### src/rtl/calc_tx_serializer.sv
// calc_tx_serializer: buffers DATA_W-bit result words in a small FIFO and
// sends each one as DATA_W/OUT_W chunks on DataOut, timed by a divided
// transmit clock ClkTx. DataOut and DOutValid change only on ClkTx falling
// edges, so the receiver samples on ClkTx rising.
// Optional build macro: TX_PARITY_EN adds DOutPar, the XOR of the chunk on
// DataOut, registered alongside it.
//
// State table
//   state   | meaning
//   ST_IDLE | nothing on the line; waits for a beat with the FIFO non-empty
//   ST_SEND | a word is being shifted out, r_rem chunks still to follow
module calc_tx_serializer #(
  parameter int DATA_W    = 16,
  parameter int OUT_W     = 4,
  parameter int DEPTH     = 4,
  parameter int DIV_W     = 8,
  parameter int DIV_RST   = 3,
  parameter bit MSB_FIRST = 1'b1
) (
  input  logic              Clk,
  input  logic              Reset,
  input  logic              InValid,
  input  logic [DATA_W-1:0] InData,
  output logic              InReady,
  input  logic              ConfigDiv,
  input  logic [DIV_W-1:0]  Din,
  output logic              ClkTx,
  output logic [OUT_W-1:0]  DataOut,
  output logic              DOutValid,
`ifdef TX_PARITY_EN
  output logic              DOutPar,
`endif
  output logic              Busy
);

  localparam int NCH   = DATA_W / OUT_W;
  localparam int PTR_W = $clog2(DEPTH);
  localparam int REM_W = (NCH > 1) ? $clog2(NCH) : 1;
  localparam logic [REM_W-1:0] REM_LAST = REM_W'(NCH - 1);

  generate
    if ((DATA_W % OUT_W) != 0) begin : g_bad_width
      $error("calc_tx_serializer: DATA_W must be a multiple of OUT_W");
    end
    if ((DEPTH < 2) || ((DEPTH & (DEPTH - 1)) != 0)) begin : g_bad_depth
      $error("calc_tx_serializer: DEPTH must be a power of two, at least 2");
    end
  endgenerate

  typedef enum logic {ST_IDLE, ST_SEND} state_t;

  logic [DIV_W-1:0]  r_div;
  logic [DIV_W-1:0]  r_cnt;
  logic              r_clk_tx;
  logic [DATA_W-1:0] r_mem [DEPTH];
  logic [PTR_W:0]    r_wr_ptr;
  logic [PTR_W:0]    r_rd_ptr;
  state_t            r_state;
  logic [DATA_W-1:0] r_shift;
  logic [REM_W-1:0]  r_rem;
  logic [OUT_W-1:0]  r_data_out;
  logic              r_dout_valid;

  logic              w_beat;
  logic              w_empty;
  logic              w_full;
  logic              w_push;
  logic              w_pop;
  logic              w_busy;
  logic              w_cfg;
  logic [DATA_W-1:0] w_head;
  logic [DATA_W-1:0] w_shift_next;
  logic [OUT_W-1:0]  w_chunk_load;
  logic [OUT_W-1:0]  w_chunk_shift;

  // Chunk that leaves first for a given word alignment.
  function automatic logic [OUT_W-1:0] lead_chunk(input logic [DATA_W-1:0] w);
    return MSB_FIRST ? w[DATA_W-1 -: OUT_W] : w[OUT_W-1:0];
  endfunction

  assign w_empty = (r_wr_ptr == r_rd_ptr);
  assign w_full  = (r_wr_ptr[PTR_W] != r_rd_ptr[PTR_W]) &&
                   (r_wr_ptr[PTR_W-1:0] == r_rd_ptr[PTR_W-1:0]);
  assign w_push  = InValid && !w_full;
  assign w_head  = r_mem[r_rd_ptr[PTR_W-1:0]];
  assign w_beat  = r_clk_tx && (r_cnt == r_div);
  // A word is taken only when the line is free or the last chunk just went.
  assign w_pop   = w_beat && !w_empty && ((r_state == ST_IDLE) || (r_rem == '0));
  assign w_busy  = (r_state != ST_IDLE) || !w_empty;
  assign w_cfg   = ConfigDiv && !w_busy;

  assign w_shift_next  = MSB_FIRST ? (r_shift << OUT_W) : (r_shift >> OUT_W);
  assign w_chunk_load  = lead_chunk(w_head);
  assign w_chunk_shift = lead_chunk(w_shift_next);

  assign InReady   = !w_full;
  assign Busy      = w_busy;
  assign ClkTx     = r_clk_tx;
  assign DataOut   = r_data_out;
  assign DOutValid = r_dout_valid;

  // Divider: count 0..Div, toggle ClkTx at terminal count; reload only when idle.
  always_ff @(posedge Clk) begin
    if (Reset) begin
      r_div    <= DIV_W'(DIV_RST);
      r_cnt    <= '0;
      r_clk_tx <= 1'b0;
    end else if (w_cfg) begin
      r_div    <= Din;
      r_cnt    <= '0;
      r_clk_tx <= 1'b0;
    end else if (r_cnt == r_div) begin
      r_cnt    <= '0;
      r_clk_tx <= ~r_clk_tx;
    end else begin
      r_cnt    <= r_cnt + DIV_W'(1);
    end
  end

  // FIFO storage; contents are meaningless until the write pointer passes them.
  always_ff @(posedge Clk) begin
    if (w_push) r_mem[r_wr_ptr[PTR_W-1:0]] <= InData;
  end

  // FIFO pointers, one extra wrap bit to tell full from empty.
  always_ff @(posedge Clk) begin
    if (Reset) begin
      r_wr_ptr <= '0;
      r_rd_ptr <= '0;
    end else begin
      if (w_push) r_wr_ptr <= r_wr_ptr + (PTR_W+1)'(1);
      if (w_pop)  r_rd_ptr <= r_rd_ptr + (PTR_W+1)'(1);
    end
  end

  // Serializer FSM: advances only on beats so outputs change on ClkTx fall.
  always_ff @(posedge Clk) begin
    if (Reset) begin
      r_state      <= ST_IDLE;
      r_shift      <= '0;
      r_rem        <= '0;
      r_data_out   <= '0;
      r_dout_valid <= 1'b0;
    end else if (w_beat) begin
      if ((r_state == ST_SEND) && (r_rem != '0)) begin
        r_shift    <= w_shift_next;
        r_data_out <= w_chunk_shift;
        r_rem      <= r_rem - REM_W'(1);
      end else if (!w_empty) begin
        r_state      <= ST_SEND;
        r_shift      <= w_head;
        r_data_out   <= w_chunk_load;
        r_dout_valid <= 1'b1;
        r_rem        <= REM_LAST;
      end else begin
        r_state      <= ST_IDLE;
        r_data_out   <= '0;
        r_dout_valid <= 1'b0;
      end
    end
  end

`ifdef TX_PARITY_EN
  logic r_par;

  // Parity follows exactly the chunk chosen by the FSM in the same beat.
  always_ff @(posedge Clk) begin
    if (Reset) begin
      r_par <= 1'b0;
    end else if (w_beat) begin
      if ((r_state == ST_SEND) && (r_rem != '0)) r_par <= ^w_chunk_shift;
      else if (!w_empty)                         r_par <= ^w_chunk_load;
      else                                       r_par <= 1'b0;
    end
  end

  assign DOutPar = r_par;
`endif

endmodule

### config.mk
export PLATFORM = sky130hd
export DESIGN_NAME = calc_tx_serializer
export DESIGN_NICKNAME = d
export VERILOG_FILES = /design/src/rtl/calc_tx_serializer.sv
export SDC_FILE = /design/constraint.sdc
export NUM_CORES = 1
export LEC_CHECK = 0
export CORE_MARGIN = 4
export CORE_UTILIZATION = 50
export DETAILED_ROUTE_END_ITERATION = 10
export HOLD_SLACK_MARGIN = 0.02
export PLACE_DENSITY = 0.67
export SKIP_CTS_REPAIR_TIMING = 1
export SYNTH_ARGS = -nofsm -noshare
export SYNTH_HDL_FRONTEND = slang
export SYNTH_SLANG_ARGS = --single-unit
### constraint.sdc
create_clock -name Clk -period 3.9 [get_ports Clk]
set_input_delay 0.39 -clock Clk [delete_from_list [all_inputs] [get_ports Clk]]
set_output_delay 0.39 -clock Clk [all_outputs]
set_load 0.005 [all_outputs]
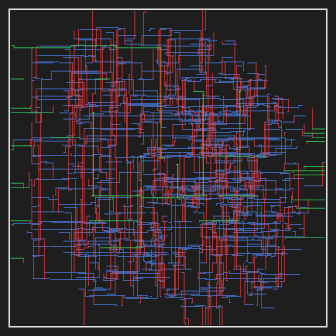
*Routed metal, one colour a layer*
[metal 4] orange | wire length: 166 um
[metal 1] blue | wire length: 3890 um
[metal 2] red | wire length: 3970 um
[metal 3] green | wire length: 315 um
post-DR wirelength/cell: 17.8 um
via count: 2631

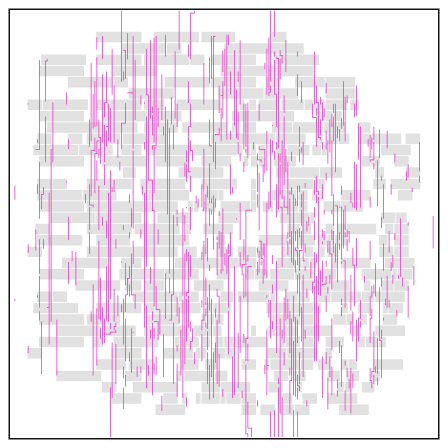
*Metal 2*
main direction: vertical
nets with wire on the layer: 331
share of all routed wire: 48%
wire length on this layer: 3970 um
longest straight run: 41.5 um
met2 GRT Util: 26.6%
Total Routed Length: 8.34 mm

==> flow_metrics.py <==
# Metrics from the implementation run
metrics = {
    "logic_synthesis": {
        "synthMuxAreaShare_pct": 13.5,
        "top_cell_area_share_pct": 42.5,
        "flop_cell": "edfxtp_1",
        "syn_inst": 322,
        "yosysTopAreaCell": "edfxtp_1",
        "ys_sh_adder_pct": 1.94,
        "synth_cell_types": 43,
        "simple_gate_share_pct": 10.8,
        "aoi_share_pct": 5.78,
        "synth_top_cell_by_count": "edfxtp_1",
        "syn_area_per_cell_um2": 14.0,
        "netlist_top_cells_count": "64 x edfxtp_1, 44 x dfxtp_1, 25 x nand2_1, 16 x mux4_2, 16 x xor2_1",
        "yosys_area_mm2": 0.00452,
        "yosysWarnings": 0,
        "fp_nets": 357,
        "yosys.area_share.xor_xnor_pct": 3.68,
        "synth-edff-count": 64,
        "ys_seq_share_pct": 62.0,
        "async_flop_share_pct": 0,
    },
    "global_routing": {
        "antenna_found_initial": 0,
        "grt_start_max_net_pins": 40,
        "grt_pass1_wl_mm": 13.4,
        "grt_pass1_vias": 2625,
        "track_usage_pct": 16.9,
    },
    "setup_path": {
        "end_kind": "output port",
        "startpoint": "r_wr_ptr[1]",
        "cp_num_cells": 4,
        "critPathKind": "flop to output port",
        "cpLargestDelayFamily": "simple AND/OR/NAND/NOR gates",
        "start_kind": "flop",
        "reg2reg_to": "r_mem[0][14]",
        "r2r_slack_ns": 1.47,
        "crit_end": "Busy",
        "crit_buf_inv": 1,
        "cp.arrival_ns": 2.27,
        "cp.required_ns": 3.51,
        "cpMaxStageDelayCell": "or3_1",
        "slowest_delay_ns": 0.51,
        "critical_path.cell_chain": "xor2_1, or3_1, or2_2, clkdlybuf4s50_1",
        "cp_max_fo": 6,
        "ff2ff_path_depth": 3,
        "reg2reg_from": "r_wr_ptr[1]",
    },
    "placement": {
        "dpl.cell_count": 452,
        "pre_cts_ws_ns": 1.49,
        "dpl_cell_area_mm2": 0.00495,
        "dp_hpwl_mm": 5.74,
        "port_buffers": 35,
        "place_congestion": 0.791,
    },
    "pwr": {
        "clock_power_mw": 0.664,
        "comb-power_mw": 0.200,
        "leakage_nw": 1.78,
        "pwr-share-clk_pct": 31.0,
        "comb_power_share_pct": 9.4,
        "p_int_mw": 1.59,
        "p_switching_mw": 0.546,
        "p_sw_share_pct": 25.5,
        "worst_ir_drop_vdd_mv": 0.244,
        "p_seq_mw": 1.28,
        "powerDensity_mw_per_mm2": 415,
        "total_power_mw": 2.14,
        "power_leader": "registers",
        "sequentialPowerShare_pct": 59.6,
    },
    "min_path": {
        "hold_depth": 1,
        "hp-start": "r_rem[0]",
        "whs_endpoint": "r_rem[0]",
    },
    "final_timing": {
        "slew_violations": 0,
        "setup_slack_ns": 1.24,
        "period_used_pct": 68.3,
        "clock.fmax_mhz": 376,
        "hold_viol_final": 0,
        "maxSlewHeadroom_pct": 35.9,
        "worstMarginPinSlew_ns": 0.959,
        "fin_hold_ws_ns": 0.480,
        "rsz0062_at_grt": "false",
        "setup_violations": 0,
        "final.setup_skew_ns": 0.0163,
        "tns_ns": 0,
    },
    "floorplan": {
        "ioPinCount": 36,
        "die_height_um": 103,
        "fp_util_pct": 51.6,
        "core-area_mm2": 0.00876,
        "rows": 34,
        "dieArea_mm2": 0.0106,
    },
    "flow_run": {
        "cap_violations": 0,
        "log.warning_count": 29,
    },
    "finish": {
        "n_antenna_cell": 0,
        "fin_cells": 468,
        "lay_top_cells": "64 x edfxtp_1, 44 x dfxtp_1, 35 x clkdlybuf4s50_1",
        "largest_reg_flops": 64,
        "final_nets": 390,
        "final_common_cell": "edfxtp_1",
        "fin_util_pct": 58.8,
        "area_delta_synth_final_pct": 13.9,
        "fill_cells": 678,
        "fin_area_mm2": 0.00515,
        "drive_above_1_share_pct": 13.9,
    },
    "status": {
        "status": "complete, no violations",
    },
    "clocking": {
        "ctsRootBufferMaster": "clkbuf_8",
        "cts_max_level": 3,
        "numCtsBuffers": 9,
        "tritoncts": "done",
        "cts_sinks": 108,
        "clockBufferDepth": 2,
        "clk_pin_slew_ns": 0.11,
    },
    "routing": {
        "drc_errors": 0,
        "ant_nets": 0,
        "drt_first_pass_iters": 4,
        "drt_iter0_markers": 123,
    },
}
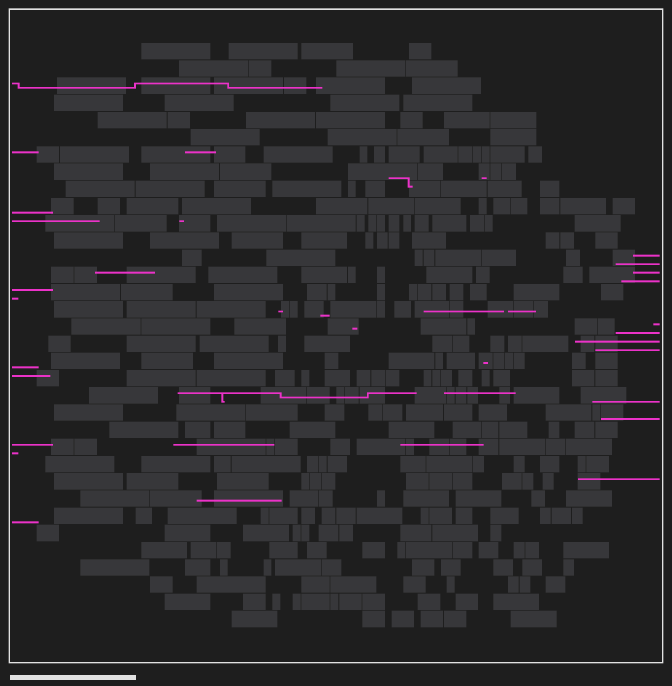
*The metal 3 layer*
The bar under the picture is 20 um long.
nets with wire on the layer: 31
main direction: horizontal
wire length on this layer: 315 um
longest straight run: 18.4 um
share of all routed wire: 3.8%
met3 GRT Util: 3.92%

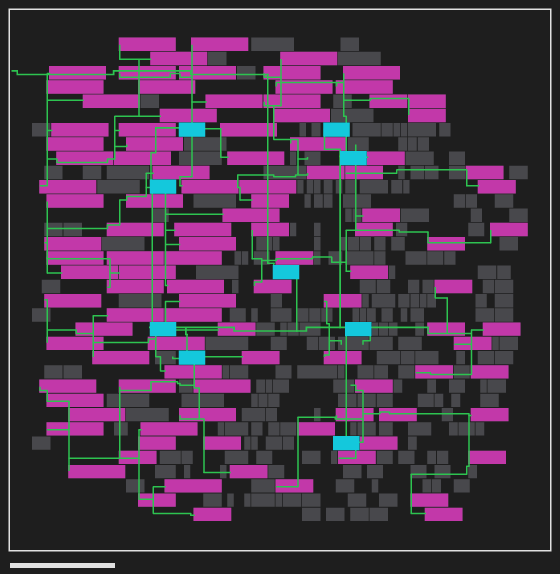
*Clock distribution*
The bar under the picture is 20 um long.
[clock drivers] cyan | count: 9
[clock wires] green | length: 1140 um
[flip-flops] magenta | count: 108
flops lie: all over the die

==> layout make-up <==
type | count | area, um^2 | share of cell area (%)
flip-flops and latches | 108 | 2800 | 54.4
clock buffers | 9 | 124 | 2.40
inverters | 10 | 37.5 | 0.729
repair buffers | 37 | 365 | 7.09
well taps | 108 | 135 | 2.62
clock inverters | 7 | 75.1 | 1.46
multi-input cells | 189 | 1610 | 31.3
==> metal layers <==
metal	vias up	global-route usage, %	routed length [um]
met5	-	0	0
met4	0	7.87	165
met3	12	3.92	314
met2	47	26.6	3970
met1	1297	22.3	3890
li1	1275	-	-
==> cell families (layout without fill, tap and decap cells) <==
logic type,Yosys count,count (layout)
AOI/OAI and AO/OA,37,37
muxes,37,37
and+or+nand+nor,89,89
buffers and inverters,25,63
adders and majority gates,7,7
xor gates and xnor gates,19,19
DFF,108,108
Power and IR drop assume default switching activity.
